<file path="src/rtl/clk_div_multi.sv">
// Multi-channel programmable clock-enable generator: each channel emits a one-cycle
// tick and a 50%-duty div_clk, free-running from a divisor or single-stepped by a button.
module clk_div_multi #(
  parameter int                       N_CH     = 2,
  parameter int                       CNT_W    = 16,
  parameter logic [N_CH*CNT_W-1:0]    DIV_INIT = {16'd4, 16'd2}
) (
  input  logic                    clk,
  input  logic                    rst_n,
  input  logic                    en,
  input  logic [N_CH-1:0]         mode,
  input  logic                    step,
  input  logic [N_CH-1:0]         div_load,
  input  logic [N_CH*CNT_W-1:0]   div_val,
  output logic [N_CH-1:0]         tick,
  output logic [N_CH-1:0]         div_clk
);

  localparam logic [CNT_W-1:0] ONE = CNT_W'(1);

  logic r_step_q;
  logic w_step_rise;

  // The step input is shared, so one edge detector serves every channel.
  assign w_step_rise = step & ~r_step_q;

  // NOTE: sequential state uses non-blocking assignments so every flop samples
  // pre-edge values regardless of statement order.
  always_ff @(posedge clk or negedge rst_n) begin
    if (!rst_n) begin
      r_step_q <= 1'b0;
    end else begin
      r_step_q <= step;
    end
  end

  for (genvar g = 0; g < N_CH; g++) begin : g_ch
    logic [CNT_W-1:0] r_div;
    logic [CNT_W-1:0] r_cnt;
    logic             r_mode_q;
    logic             r_tick;
    logic             r_div_clk;
    logic             w_last;

    // Only evaluated when r_div is non-zero, so the subtraction never wraps.
    assign w_last = (r_cnt == (r_div - ONE));

    // NOTE: reset is asynchronous; a partial count is discarded the moment rst_n falls.
    always_ff @(posedge clk or negedge rst_n) begin
      if (!rst_n) begin
        r_div     <= DIV_INIT[g*CNT_W +: CNT_W];
        r_cnt     <= '0;
        r_mode_q  <= 1'b0;
        r_tick    <= 1'b0;
        r_div_clk <= 1'b0;
      end else if (div_load[g]) begin
        r_div  <= div_val[g*CNT_W +: CNT_W];
        r_cnt  <= '0;
        r_tick <= 1'b0;
      end else if (mode[g] != r_mode_q) begin
        r_mode_q <= mode[g];
        r_cnt    <= '0;
        r_tick   <= 1'b0;
      end else if (r_mode_q) begin
        r_cnt  <= '0;
        r_tick <= w_step_rise;
        if (w_step_rise) begin
          r_div_clk <= ~r_div_clk;
        end
      end else if (en && (r_div != '0)) begin
        if (w_last) begin
          r_cnt     <= '0;
          r_tick    <= 1'b1;
          r_div_clk <= ~r_div_clk;
        end else begin
          r_cnt  <= r_cnt + ONE;
          r_tick <= 1'b0;
        end
      end else begin
        // Halted (D=0) or frozen (en=0): count and div_clk hold.
        r_tick <= 1'b0;
      end
    end

    assign tick[g]    = r_tick;
    assign div_clk[g] = r_div_clk;
  end

endmodule

</file>
<file path="config.mk">
export PLATFORM = sky130hd
export DESIGN_NAME = clk_div_multi
export DESIGN_NICKNAME = d
export VERILOG_FILES = /design/src/rtl/clk_div_multi.sv
export SDC_FILE = /design/constraint.sdc
export NUM_CORES = 1
export LEC_CHECK = 0
export CAP_MARGIN = 20
export CORE_AREA = 4 4 96 98
export CTS_BUF_LIST = sky130_fd_sc_hd__clkbuf_4 sky130_fd_sc_hd__clkbuf_8
export DETAILED_ROUTE_END_ITERATION = 8
export DIE_AREA = 0 0 100 102
export GPL_ROUTABILITY_DRIVEN = 1
export PLACE_DENSITY = 0.78
export SETUP_SLACK_MARGIN = 0.5
export SYNTH_ARGS = -nofsm -noshare
export SYNTH_HDL_FRONTEND = slang
export SYNTH_SLANG_ARGS = --single-unit
</file>
<file path="constraint.sdc">
create_clock -name clk -period 3.1 [get_ports clk]
set_input_delay 0.93 -clock clk [delete_from_list [all_inputs] [get_ports clk]]
set_output_delay 0.93 -clock clk [all_outputs]
set_load 0.005 [all_outputs]
</file>
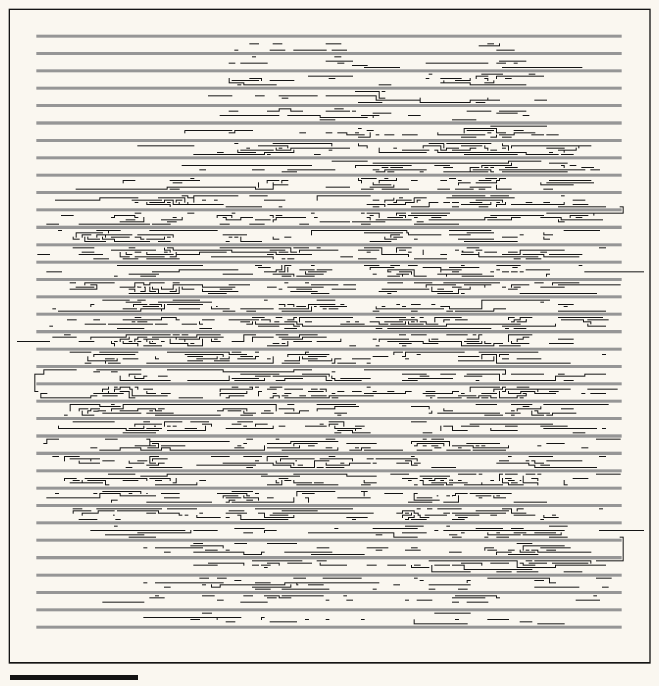
Run 1: signal wires on met1
Bar = 20 µm. Supply wires on this layer in grey.
longest straight run: 23.9 µm
nets with wire on the layer: 525
main direction: horizontal
share of all routed wire: 39%
wire length on this layer: 4,440 µm
routed vias: 3,912
final WL: 11.3 mm
met1 Usage GRT: 25.6%

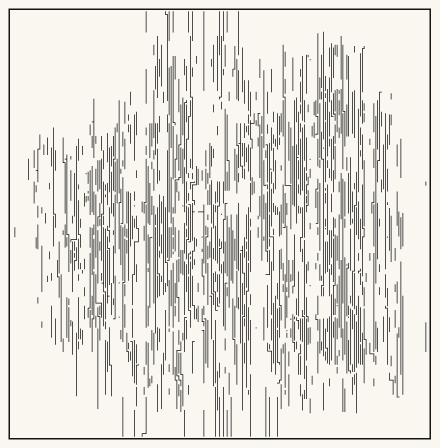
Run 1: M2 wires
main direction: vertical
longest straight run: 39.8 µm
met2 Usage GRT: 42.9%

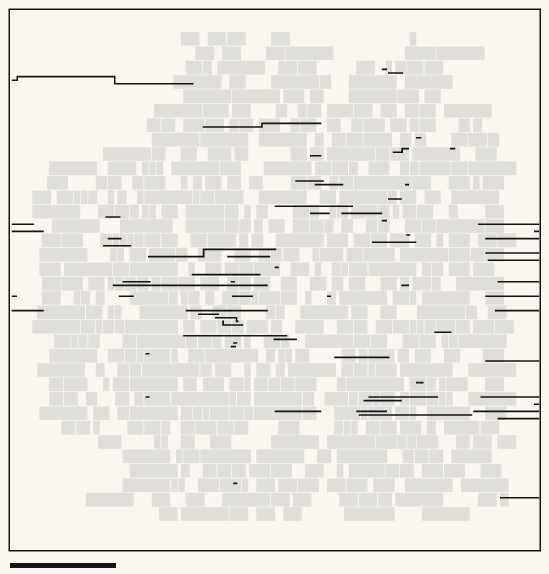
Run 1: M3 wires
Bar = 20 µm.
share of all routed wire: 4.1%
longest straight run: 29.0 µm
grt met3 use: 4.03%

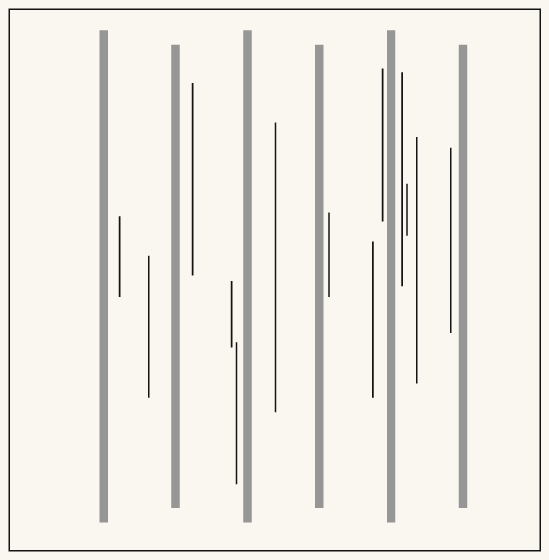
Run 1: signal wires on met4
Supply wires on this layer in grey.
wire length on this layer: 375 µm
main direction: vertical
nets with wire on the layer: 11
longest straight run: 54.4 µm

==> run 1: cell families (layout without fill, tap and decap cells) <==
logic type	count (synthesis)	after routing
compound gates	76	76
xor+xnor	47	47
fa+ha+maj	4	4
buf+inv	33	108
flops	71	71
mux	36	36
simple gates	196	196
==> run 1: cell type report <==
type / count / area, µm²
clock inverter: 6 / 133
tap: 108 / 135
fill: 659 / 2680
clock buffer: 10 / 131
timing repair buffer: 84 / 826
inverter: 8 / 30.0
sequential: 71 / 1780
multi-input combinational: 359 / 2760
==> run 1: layer usage <==
layer,vias to the layer above,GRT usage (%),share of wire (%)
met1,1952,25.6,39
met5,-,0,0
li1,1836,-,-
met4,0,10.7,3.3
met3,30,4.03,4.1
met2,94,42.9,53
==> run 1: where the power goes <==
part	internal [mW]	total, mW	switching [mW]	leakage, nW
combinational	0.244	0.449	0.205	1.33
clock	0.624	0.991	0.367	0.130
sequential	0.987	1.05	0.0678	0.906
==> run 1: cells in the final DEF (no fill, tap or decap), types with 4 or more instances in the layout <==
master,Yosys,routed
xor2_1,29,29
or3_1,14,10
clkdlybuf4s50_1,0,42
mux2_2,33,32
o21bai_1,5,5
or4_1,10,7
clkbuf_8,0,9
nor3_1,30,19
nor4_1,7,6
nand4_1,10,10
xnor2_1,18,18
and3_1,12,11
nand2b_1,6,6
o31ai_1,5,4
a21oi_2,0,8
bufinv_16,0,4
inv_1,8,6
nand3_1,25,25
a31o_2,5,5
buf_4,4,33
or3_4,0,4
dfrtp_1,69,68
a21o_1,8,7
nor2_1,24,24
o21ai_0,12,9
a211o_1,5,5
nand2_1,36,36
nor3_2,0,8
==> run 1: worst max-delay path, delay by kind of cell, from the launching register on <==
family / cells / cell delay (ps)
fa+ha+maj: 1 / 130
flops: 1 / 390
compound gates: 4 / 1150
buf+inv: 2 / 210
simple gates: 4 / 1160
==> metrics.csv, run 1 <==
stage,metric,value,unit
outcome,status,"complete, but fails checks",
outcome,failing checks,setup timing,
worst_setup_path,worst r2r dst,g_ch[1].r_cnt[7],
synthesis,cell taking the most area after synthesis,dfrtp_1,
clocking,CTS tree,built,
layout,Regs by FF count,"g_ch.r_cnt (32), g_ch.r_div (32)",
placement,number of port buffers,43,
clocking,clock buffer depth,2,
layout,Non-Filler Instances,646,
placement,Area after DPL,5180,µm²
synthesis,Synth Seq Share,40.1,%
detailed_routing,Starting DRT DRC Count,225,
clocking,Post-CTS Setup Bufs,6,
detailed_routing,routed len/inst,17.5,µm
layout,# diodes,0,
final_timing,Setup WS post-layout,-55.3,ps
final_timing,# setup viols final,7,
layout,fin nets,577,
synthesis,Cell variety after synth,59,
worst_setup_path,worst setup path class,flop to flop,
run,Max Cap Viol,0,
clocking,H-Tree Depth,3,
worst_setup_path,reg2reg setup slack,-60,ps
grt,vias in the first global route,4054,
floorplanning,I/O pin count,44,
detailed_routing,DR pass1 iterations,5,
layout,fin util,68.4,%
synthesis,fraction of registers with async set/reset,100,%
grt,largest net degree at the start of global routing,32,
worst_setup_path,crit path launch type,flop,
grt,initial antenna violation count,0,
synthesis,number of synthesized register bits,71,
synthesis,Top logic family,simple AND/OR/NAND/NOR gates,
final_timing,Clock Skew,13.4,ps
worst_setup_path,WP data required,3340,ps
worst_setup_path,cells along the critical path,inv_2 -> ha_4 -> or3b_4 -> or4_1 -> a2111o_1 -> a2111oi_4 -> and4bb_1 -> a21o_4 -> buf_12 -> nor3_1 -> a211o_1,
worst_setup_path,crit path max fanout,14,
clocking,# resized after CTS,27,
final_timing,min cycle time layout,3160,ps
synthesis,Mean Syn Cell Area,9.59,µm²
clocking,root buf cell,clkbuf_8,
min_path,Worst Hold End,g_ch[0].r_div_clk,
final_timing,Slew Limit Fails,0,
floorplanning,die width,100,µm
placement,Placer Congestion,0.876,
synthesis,most frequent cell after synthesis,dfrtp_1,
floorplanning,Core Region,8470,µm²
synthesis,Largest type area fraction,38.9,%
worst_setup_path,slowest CP cell,or4_1,
clocking,"Clk pin slew, worst setup/hold paths",70,ps
min_path,Hold Path Class,flop to flop,
synthesis,ao+oa area frac,12.7,%
synthesis,Mux area share,9.05,%
final_timing,setup TNS,-206,ps
worst_setup_path,critical path arrival,3390,ps
run,tool warnings,29,
worst_setup_path,Worst R2R Start,g_ch[1].r_div[1],
synthesis,"top cells by count, synth","69 x dfrtp_1, 36 x nand2_1, 33 x mux2_2",
synthesis,yosys cell count,463,
placement,setup slack after placement,-62.2,ps
synthesis,Main synth FF type,dfrtp_1,
worst_setup_path,R2R cell count,11,
final_timing,Tcrit/Tclk final,102,%
clocking,hold-fix buffers at CTS,0,
synthesis,"EDFF count, synth",0,
worst_setup_path,critical path startpoint,g_ch[1].r_div[1],
min_path,hold path startpoint,g_ch[0].r_div_clk,
detailed_routing,# DRC,0,
grt,first-pass GRT wire length,18.9,mm
synthesis,Synthesized Nets,507,
grt,gr ovfl total,0,
final_timing,Max Clk Rate,317,MHz
synthesis,fraction of the mapped netlist area in adder cells,1.13,%
floorplanning,chip footprint,10200,µm²
layout,share of layout cells above drive strength 1,27.7,%
synthesis,Synth Warn #,0,
floorplanning,Rows,34,
detailed_routing,DRT antenna net count,0,
final_timing,worst-margin pin slew,532,ps
clocking,Clock Latency Late Sink,360,ps
pwr,Pwr Total,2.49,mW
pwr,PD cells,431,nW/µm²
worst_setup_path,crit path capture,g_ch[1].r_cnt[7],
worst_setup_path,Setup crit end kind,flop,
## Run 2: what changed since run 1
CORE_AREA = 4 4 89 91   (was 4 4 96 98)
DIE_AREA = 0 0 93 95   (was 0 0 100 102)
PLACE_DENSITY = 0.86   (was 0.78)
clock period = 3.75 ns   (was 3.1 ns; I/O delays follow)
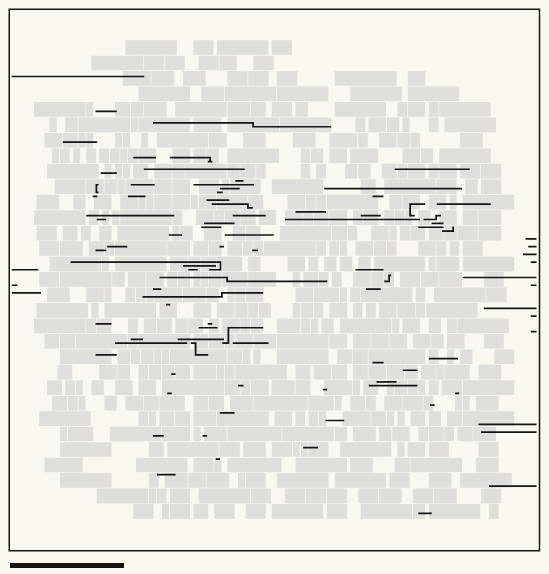
Run 2: M3 wires
Bar = 20 µm.
routed vias: 3,914
final WL: 11.1 mm

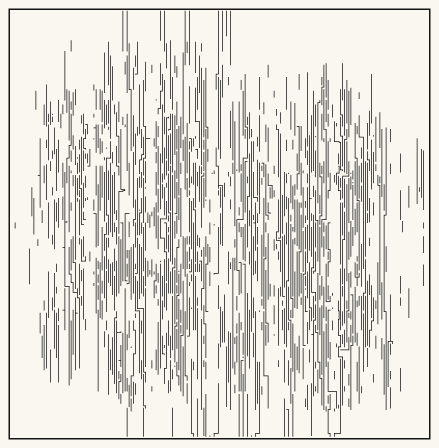
Run 2: M2 wires
main direction: vertical
nets with wire on the layer: 504
share of all routed wire: 54%
longest straight run: 42.2 µm
met2 Usage GRT: 48.8%

==> run 2 against run 1 <==
  * The flow now finishes without violations
  * Largest power group unchanged
  * Cell count down 4.6%
  * Synthesized area unchanged
  * Critical path type unchanged
  * Fmax down 5.4%
==> metrics.csv, run 2 <==
stage,metric,value,unit,change
floorplanning,chip footprint,8840,µm²,"was 10,200 µm²"
clocking,H-Tree Depth,3,,unchanged
pwr,Pwr Total,1.92,mW,was 2.49 mW
layout,Top cell excl fill/tap,dfrtp_1,,unchanged
worst_setup_path,WP data required,3980,ps,was 3340 ps
synthesis,Largest type area fraction,38.9,%,unchanged
detailed_routing,DR pass1 iterations,5,,unchanged
layout,fin util,75.0,%,was 68.4%
final_timing,worst-margin pin slew,897,ps,was 532 ps
worst_setup_path,worst r2r dst,g_ch[1].r_cnt[10],,was g_ch[1].r_cnt[7]
worst_setup_path,reg2reg setup slack,420,ps,was -60 ps
detailed_routing,routed len/inst,18.0,µm,was 17.5 µm
layout,most frequent cells in the layout,"68 x dfrtp_1, 42 x clkdlybuf4s50_1, 36 x nand2_1",,unchanged
min_path,Hold Path Class,flop to flop,,unchanged
grt,initial antenna violation count,0,,unchanged
layout,share of layout cells above drive strength 1,18.4,%,was 27.7%
worst_setup_path,slowest CP cell,or4_4,,was or4_1
worst_setup_path,Critical Path Stages,11,,unchanged
floorplanning,I/O pin count,44,,unchanged
final_timing,Tcrit/Tclk final,88.9,%,was 102%
layout,Regs by FF count,"g_ch.r_cnt (32), g_ch.r_div (32)",,unchanged
clocking,root buf cell,clkbuf_8,,unchanged
final_timing,Setup WS post-layout,416,ps,was -55.3 ps
layout,Non-Filler Instances,616,,was 646
synthesis,Cell variety after synth,59,,unchanged
outcome,status,"finished, final reports clean",,"was complete, but fails checks"
final_timing,# setup viols final,0,,was 7
floorplanning,die width,93,µm,was 100 µm
placement,setup slack after placement,443,ps,was -62.2 ps
layout,# diodes,0,,unchanged
worst_setup_path,R2R cell count,11,,unchanged
clocking,Clock Latency Late Sink,350,ps,was 360 ps
worst_setup_path,Crit path max-delay family,simple AND/OR/NAND/NOR gates,,unchanged
worst_setup_path,crit path capture,g_ch[1].r_cnt[10],,was g_ch[1].r_cnt[7]
final_timing,min cycle time layout,3330,ps,was 3160 ps
run,Max Cap Viol,0,,unchanged
placement,number of port buffers,43,,unchanged
grt,first-pass GRT wire length,17.7,mm,was 18.9 mm
synthesis,ao+oa area frac,12.7,%,unchanged
worst_setup_path,crit path max fanout,7,,was 14
## run 2: cell types whose count changed in the layout (fill, tap and decap cells not counted), sizes merged
cell      change
inv           +1
bufinv        -2
clkbuf        +2
buf          -23
clkinvlp      +1
## run 2: metal layers
layer | global-route usage [%] | wire length (µm)
met1 | 26.4 | 4160
met2 | 48.8 | 6010
met3 | 4.62 | 526
met4 | 11.1 | 395
met5 | 0 | 0
## run 2: area by class of cell
type                       instances  area (µm²)
timing repair buffer              63         623
inverter                           8        30.0
clock inverter                     6        92.6
tap                               99         124
sequential                        71        1780
fill                             498        1780
multi-input combinational        359        2570
clock buffer                      10         138
## run 2: worst min-delay path by stage
stage | startpoint | endpoint
5_1_grt | g_ch[1].r_div_clk | g_ch[1].r_div_clk
4_1_cts | g_ch[1].r_div_clk | g_ch[1].r_div_clk
3_5_place_dp | g_ch[1].r_div_clk | g_ch[1].r_div_clk
6_report | g_ch[1].r_div_clk | g_ch[1].r_div_clk
3_3_place_gp | g_ch[0].r_div_clk | g_ch[0].r_div_clk
2_1_floorplan | g_ch[0].r_div_clk | g_ch[0].r_div_clk
## run 2: where the power goes
part / total, mW / switching [mW] / internal, mW
sequential: 0.884 / 0.0683 / 0.816
combinational: 0.331 / 0.152 / 0.179
clock: 0.707 / 0.311 / 0.396
total: 1.92 / 0.532 / 1.39
## run 2: timing repair
| action | CTS | global route |
|---|---|---|
| endpoints found under the setup margin | 24 | 27 |
| pin swaps | 0 | 7 |
| cloned | 0 | 2 |
| buffers inserted | 3 | 5 |
| endpoints found under the hold margin | 0 | 0 |
| resized | 3 | 14 |
## Run 3: what changed since run 2
CORE_AREA = 4 4 105 107   (was 4 4 89 91)
CTS_BUF_LIST = unset   (was sky130_fd_sc_hd__clkbuf_4 sky130_fd_sc_hd__clkbuf_8)
DIE_AREA = 0 0 109 111   (was 0 0 93 95)
GPL_TIMING_DRIVEN = 0   (was unset)
PLACE_DENSITY = unset   (was 0.86)
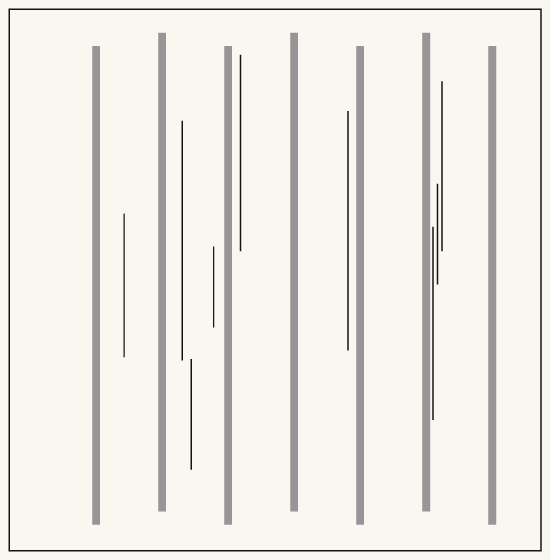
Run 3: signal wires on met4
Supply wires on this layer in grey.
final WL: 11.0 mm
routed vias: 3,780

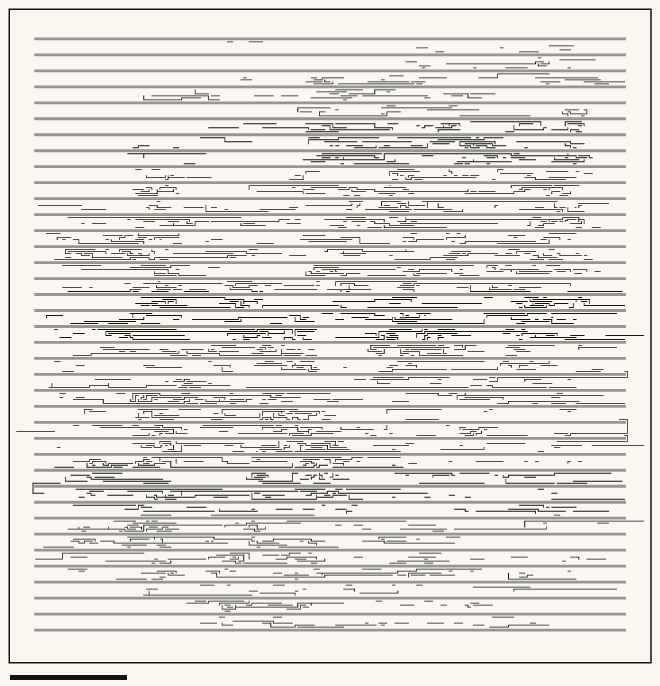
Run 3: signal wires on met1
Bar = 20 µm. Supply wires on this layer in grey.
met1 Usage GRT: 24.3%

==> run 3 against run 2 <==
  * Core utilization is 20 points lower
  * Critical path type unchanged
  * Clock-buffer cell count unchanged
  * Largest power group unchanged
  * Cell count up 9.9%
  * Setup slack worse by 38 ps
  * Global-route usage fell by 6.1 points
  * Sequential share of layout area shrank 1.1 points
  * Die size rose by 37%
  * Sequential cell count stayed put
  * Fmax fell by 1.1%
  * Clock skew grew 0.71 ps
  * Worst hold slack better by 2.6 ps
==> metrics.csv, run 3 <==
stage,metric,value,unit,change
outcome,status,"finished, final reports clean",,unchanged
final_timing,worst-margin pin slew,956,ps,was 897 ps
detailed_routing,# DRC,0,,unchanged
worst_setup_path,Worst R2R Start,g_ch[1].r_div[0],,was g_ch[1].r_div[1]
detailed_routing,Routed met1 length,4.91,mm,was 4.16 mm
grt,gr ovfl total,0,,unchanged
detailed_routing,DRT antenna net count,0,,unchanged
worst_setup_path,crit path max fanout,5,,was 7
min_path,Hold Path Class,flop to flop,,unchanged
worst_setup_path,Bufs and invs on worst path,5,,was 2
final_timing,Max Clk Rate,297,MHz,was 300 MHz
synthesis,Synthesized Nets,507,,unchanged
layout,Top cell excl fill/tap,dfrtp_1,,unchanged
synthesis,fraction of registers with async set/reset,100,%,unchanged
detailed_routing,WL met3,398,µm,was 526 µm
synthesis,yosys cell count,463,,unchanged
clocking,Clock Latency Late Sink,360,ps,was 350 ps
worst_setup_path,worst r2r dst,g_ch[1].r_cnt[14],,was g_ch[1].r_cnt[10]
clocking,hold-fix buffers at CTS,0,,unchanged
detailed_routing,DR WL met2,5.35,mm,was 6.01 mm
clocking,clock buffer depth,2,,unchanged
clocking,H-Tree Depth,3,,unchanged
synthesis,Main synth FF type,dfrtp_1,,unchanged
worst_setup_path,Crit path max-delay family,AND-OR/OR-AND gates,,was simple AND/OR/NAND/NOR gates
synthesis,"top cells by count, synth","69 x dfrtp_1, 36 x nand2_1, 33 x mux2_2",,unchanged
worst_setup_path,reg2reg setup slack,380,ps,was 420 ps
worst_setup_path,WP data required,3990,ps,was 3980 ps
worst_setup_path,CP max stage delay,410,ps,was 480 ps
final_timing,Clock Skew,10.1,ps,was 9.38 ps
floorplanning,die width,109,µm,was 93 µm
synthesis,Synth Warn #,0,,unchanged
final_timing,min cycle time layout,3370,ps,was 3330 ps
pwr,PD cells,340,nW/µm²,was 359 nW/µm²
worst_setup_path,cells along the critical path,inv_2 -> ha_4 -> or3b_4 -> buf_6 -> or4_4 -> a2111o_1 -> a2111oi_4 -> and4bb_1 -> a21o_1 -> buf_6 -> buf_12 -> buf_8 -> nor2_1 -> a211o_1,,was inv_2 -> ha_4 -> or3b_4 -> or4_4 -> a2111o_1 -> a2111oi_4 -> and4bb_1 -> a21o_4 -> buf_12 -> o21bai_1 -> mux2_4
layout,Synth-to-Final Area Change,24.7,%,was 20.6%
grt,vias in the first global route,3827,,"was 3,982"
synthesis,Mean Syn Cell Area,9.59,µm²,unchanged
synthesis,cell taking the most area after synthesis,dfrtp_1,,unchanged
synthesis,Cell variety after synth,59,,unchanged
grt,initial antenna violation count,0,,unchanged
final_timing,setup TNS,0,ps,unchanged
placement,Placer Congestion,0.864,,was 0.909
worst_setup_path,critical path startpoint,g_ch[1].r_div[0],,was g_ch[1].r_div[1]
run,tool warnings,28,,unchanged
synthesis,number of synthesized register bits,71,,unchanged
layout,# diodes,0,,unchanged
worst_setup_path,slowest CP cell,a2111o_1,,was or4_4
detailed_routing,DR pass1 iterations,4,,was 5
final_timing,Slew Limit Fails,0,,unchanged
worst_setup_path,worst setup path class,flop to flop,,unchanged
detailed_routing,routed len/inst,16.2,µm,was 18.0 µm
final_timing,# setup viols final,0,,unchanged
grt,largest net degree at the start of global routing,53,,was 28
synthesis,Synth Seq Share,40.1,%,unchanged
run,Max Cap Viol,0,,unchanged
floorplanning,I/O pin count,44,,unchanged
layout,most frequent cells in the layout,"69 x dfrtp_1, 42 x clkdlybuf4s50_1, 36 x nand2_1",,"was 68 x dfrtp_1, 42 x clkdlybuf4s50_1, 36 x nand2_1"
clocking,root buf cell,clkbuf_8,,unchanged
worst_setup_path,Setup crit end kind,flop,,unchanged
detailed_routing,top routing layer in use,met4,,unchanged
layout,share of layout cells above drive strength 1,19.2,%,was 18.4%
placement,setup slack after placement,266,ps,was 443 ps
min_path,Worst Hold End,g_ch[1].r_div_clk,,unchanged
floorplanning,chip footprint,12100,µm²,was 8840 µm²
detailed_routing,Starting DRT DRC Count,245,,was 202
worst_setup_path,R2R cell count,14,,was 11
floorplanning,Rows,37,,was 31
synthesis,most frequent cell after synthesis,dfrtp_1,,unchanged
clocking,"Clk pin slew, worst setup/hold paths",80,ps,about the same
layout,fin nets,580,,was 556
grt,first-pass GRT wire length,18.3,mm,was 17.7 mm
min_path,hold path startpoint,g_ch[1].r_div_clk,,unchanged
worst_setup_path,crit path launch type,flop,,unchanged
worst_setup_path,critical path arrival,3610,ps,was 3570 ps
layout,Regs by FF count,"g_ch.r_cnt (32), g_ch.r_div (32)",,unchanged
worst_setup_path,Critical Path Stages,14,,was 11
clocking,CTS tree,built,,unchanged
floorplanning,Core Region,10100,µm²,was 7140 µm²
layout,Non-Filler Instances,677,,was 616
pwr,Pwr Total,1.88,mW,was 1.92 mW
placement,number of port buffers,43,,unchanged
layout,fin util,54.6,%,was 75.0%
final_timing,Tcrit/Tclk final,89.9,%,was 88.9%
final_timing,Setup WS post-layout,378,ps,was 416 ps
synthesis,Largest type area fraction,38.9,%,unchanged
-- run 3: cell counts after synthesis --
Identical to the previous run, type by type.
-- run 3: area by class of cell --
cell class | instances | area, µm²
plain buffers | 25 | 168
clock buffers | 10 | 138
clock inverters | 6 | 67.6
fillers | 900 | 4600
inverters | 8 | 30.0
multi-input cells | 359 | 2540
flip-flops and latches | 71 | 1780
well taps | 136 | 170
repair buffers | 62 | 639
-- run 3: cells by family after synthesis --
group / count (synthesis) / synth area share [%]
compound gates: 76 / 12.7
xor+xnor: 47 / 9.27
fa+ha+maj: 4 / 1.13
buf+inv: 33 / 4.11
flops: 71 / 40.1
mux: 36 / 9.05
simple gates: 196 / 23.7
-- run 3: how the worst max path moves through the flow --
stage / end / slack [ps]
5_1_grt: g_ch[1].r_cnt[15] / 270
4_1_cts: g_ch[1].r_cnt[14] / 330
3_3_place_gp: g_ch[1].r_cnt[12] / -1070
2_1_floorplan: g_ch[1].r_cnt[14] / 520
6_report: g_ch[1].r_cnt[14] / 380
3_5_place_dp: g_ch[1].r_cnt[14] / 270
-- run 3: report_power, final --
part / total (mW) / switching, mW / internal, mW
combinational: 0.356 / 0.156 / 0.200
clock: 0.647 / 0.319 / 0.329
sequential: 0.878 / 0.0630 / 0.815
-- run 3: routing by layer --
| metal | vias to the layer above | GRT usage, % |
|---|---|---|
| met5 | - | 0 |
| met4 | 0 | 9.60 |
| met3 | 21 | 3.15 |
| met2 | 88 | 31.0 |
| met1 | 1832 | 24.3 |
| li1 | 1839 | - |
-- run 3: what timing repair did --
action	in CTS	in global routing
gates resized	13	10
setup endpoints to repair	33	32
endpoints found under the hold margin	0	0
buffers inserted	13	2
gates cloned	2	0
pin swaps	10	4
No activity file was given, so power comes from the tool's default toggle rates.
